Figure 1. Where the registers sit.
Other sequential cells in the stronger gray, the rest of the logic in the fainter gray.
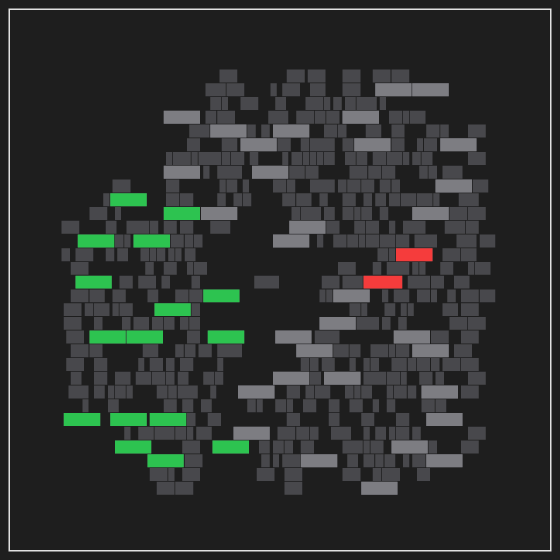
Figure 2. Gate families picked out.
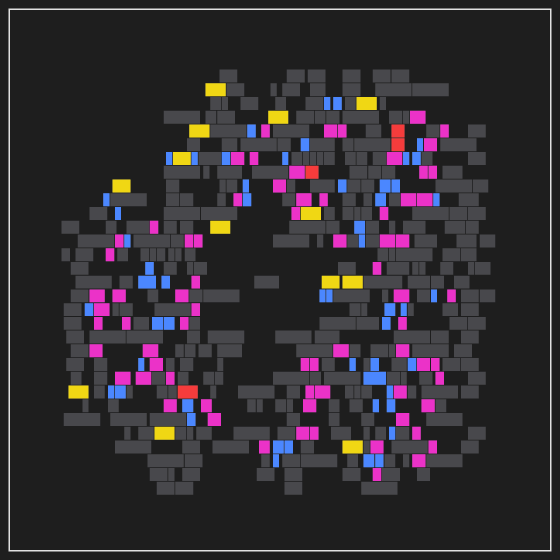
Figure 3. Clock wires, drivers and flops.
Scale bar: 20 um.
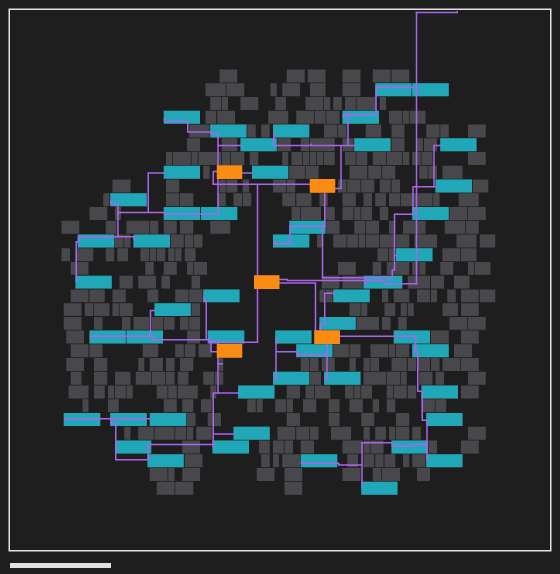
==> config.mk <==
export PLATFORM = sky130hd
export DESIGN_NAME = cache_control
export DESIGN_NICKNAME = d
export VERILOG_FILES = /design/src/rtl/cache_control.sv
export SDC_FILE = /design/constraint.sdc
export NUM_CORES = 1
export LEC_CHECK = 0
export CAP_MARGIN = 30
export CELL_PAD_IN_SITES_DETAIL_PLACEMENT = 0
export CELL_PAD_IN_SITES_GLOBAL_PLACEMENT = 1
export CORE_MARGIN = 10
export CORE_UTILIZATION = 36
export DETAILED_ROUTE_END_ITERATION = 6
export PLACE_DENSITY = 0.91
export SLEW_MARGIN = 20
export SYNTH_ARGS = -nofsm -noshare
export SYNTH_HDL_FRONTEND = slang
export SYNTH_SLANG_ARGS = --single-unit
==> constraint.sdc <==
create_clock -name clk -period 2.73 [get_ports clk]
set_clock_uncertainty 0.2 [all_clocks]
set_input_delay 0.819 -clock clk [delete_from_list [all_inputs] [get_ports clk]]
set_output_delay 0.819 -clock clk [all_outputs]
set_load 0.005 [all_outputs]
==> out/qor_table.md <==
| Parameter | Value |
| --- | --- |
| Result of the run | finished clean |
| Synth cell types | 48 |
| Clock slew at the register clock pins of the worst setup and hold paths | 0.08 ns |
| Final min period | 2.66 ns |
| Overall via count from detail_route | 2863 |
| Clock tree from TritonCTS | yes |
| Via-to-Cell Ratio | 5.50 |
| Top logic cells by instance count in the layout | 53 x clkdlybuf4s50_1, 49 x dfxtp_1, 34 x buf_4, 27 x a21oi_1, 24 x nor2_1 |
| Worst EP required | 1.71 ns |
| Worst path depth | 5 |
| Core ar. | 7290 um^2 |
| CP startpoint kind | primary input |
| Global-route wire length before repair | 12800 um |
| Commonest register cell after synthesis | dfxtp_1 |
| Worst path top cell family by delay | buffers and inverters |
| Yosys Chip Area | 2720 um^2 |
| Flop count | 50 |
| Routed wire length per instance | 14.6 um |
| Area share of and/or/nand/nor cells after synthesis | 0.315 |
| Multi-input combinational cell area | 1620 um^2 |
| Internal power consumption | 1.00 mW |
| Final wirelength | 7630 um |
| Top pwr grp | registers |
| Utilization of the core after routing | 0.518 |
| Die Width | 107 um |
| VDD IR-drop max | 0.207 mV |
| Overall global routing resource usage | 0.131 |
| CP Max Fanout | 3 |
| XOR/XNOR Area Share | 0.00322 |
| Vertical extent of the die | 107 um |
| Power in combinational cells | 0.126 mW |
| Post-synth top cells | 50 x dfxtp_1, 27 x a21oi_1, 25 x nor2_1 |
| Cell kind with the greatest summed area | combinational gates |
| Number of warnings the tools reported | 29 |
| Hold Buf Count CTS | 0 |
| Setup crit end kind | output port |
| Sum of negative setup slack | 0 ns |
| WP buf/inv | 2 |
| CTS H-Tree Depth | 2 |
| Number of nets still failing antenna checks after routing | 0 |
| Aoi share | 0.184 |
| Number of placed cells counting well taps | 508 |
| Worst-case clock buffer depth | 2 |
| Total power divided by cell area | 348 nW/um^2 |
| Largest stage delay on the critical path | 0.23 ns |
| Routed met2 length | 3580 um |
| I/O pin count | 66 |
| Data arrival time of the critical path | 1.65 ns |
| M1 WL | 3480 um |
-- Figure 1 (at the start) --
- green: hit_count (placed flops 16)
- red: state (placed flops 2)
Seq. cell area: 1000 um^2
flop share of the area: 0.265
power drawn by the sequential cells: 0.741 mW

-- Figure 2 (at the start) --
- magenta: inverting AOI/OAI gates (cells 71; most used a21oi_1)
- yellow: multiplexers (cells 13; most used mux2_2)
- red: AND-OR and OR-AND gates (cells 4; most used o21a_1)
- blue: NAND gates (cells 53; most used nand2_1)
fraction of area in multi-input gates: 0.427
Non-Filler Instances: 521
most frequent logic cell in the layout: clkdlybuf4s50_1

-- Figure 3 (at the start) --
- cyan: flip-flops (count 50)
- purple: clock wires (length 675 um)
- orange: clock drivers (count 5)
- routed clock nets: 6
clock group share of total power: 0.341
power consumed by the clock network: 0.449 mW
clock insertion delay at the later pin of the skew report: 0.30 ns

Power figures rest on the tool's default switching activity, not on a simulated workload.
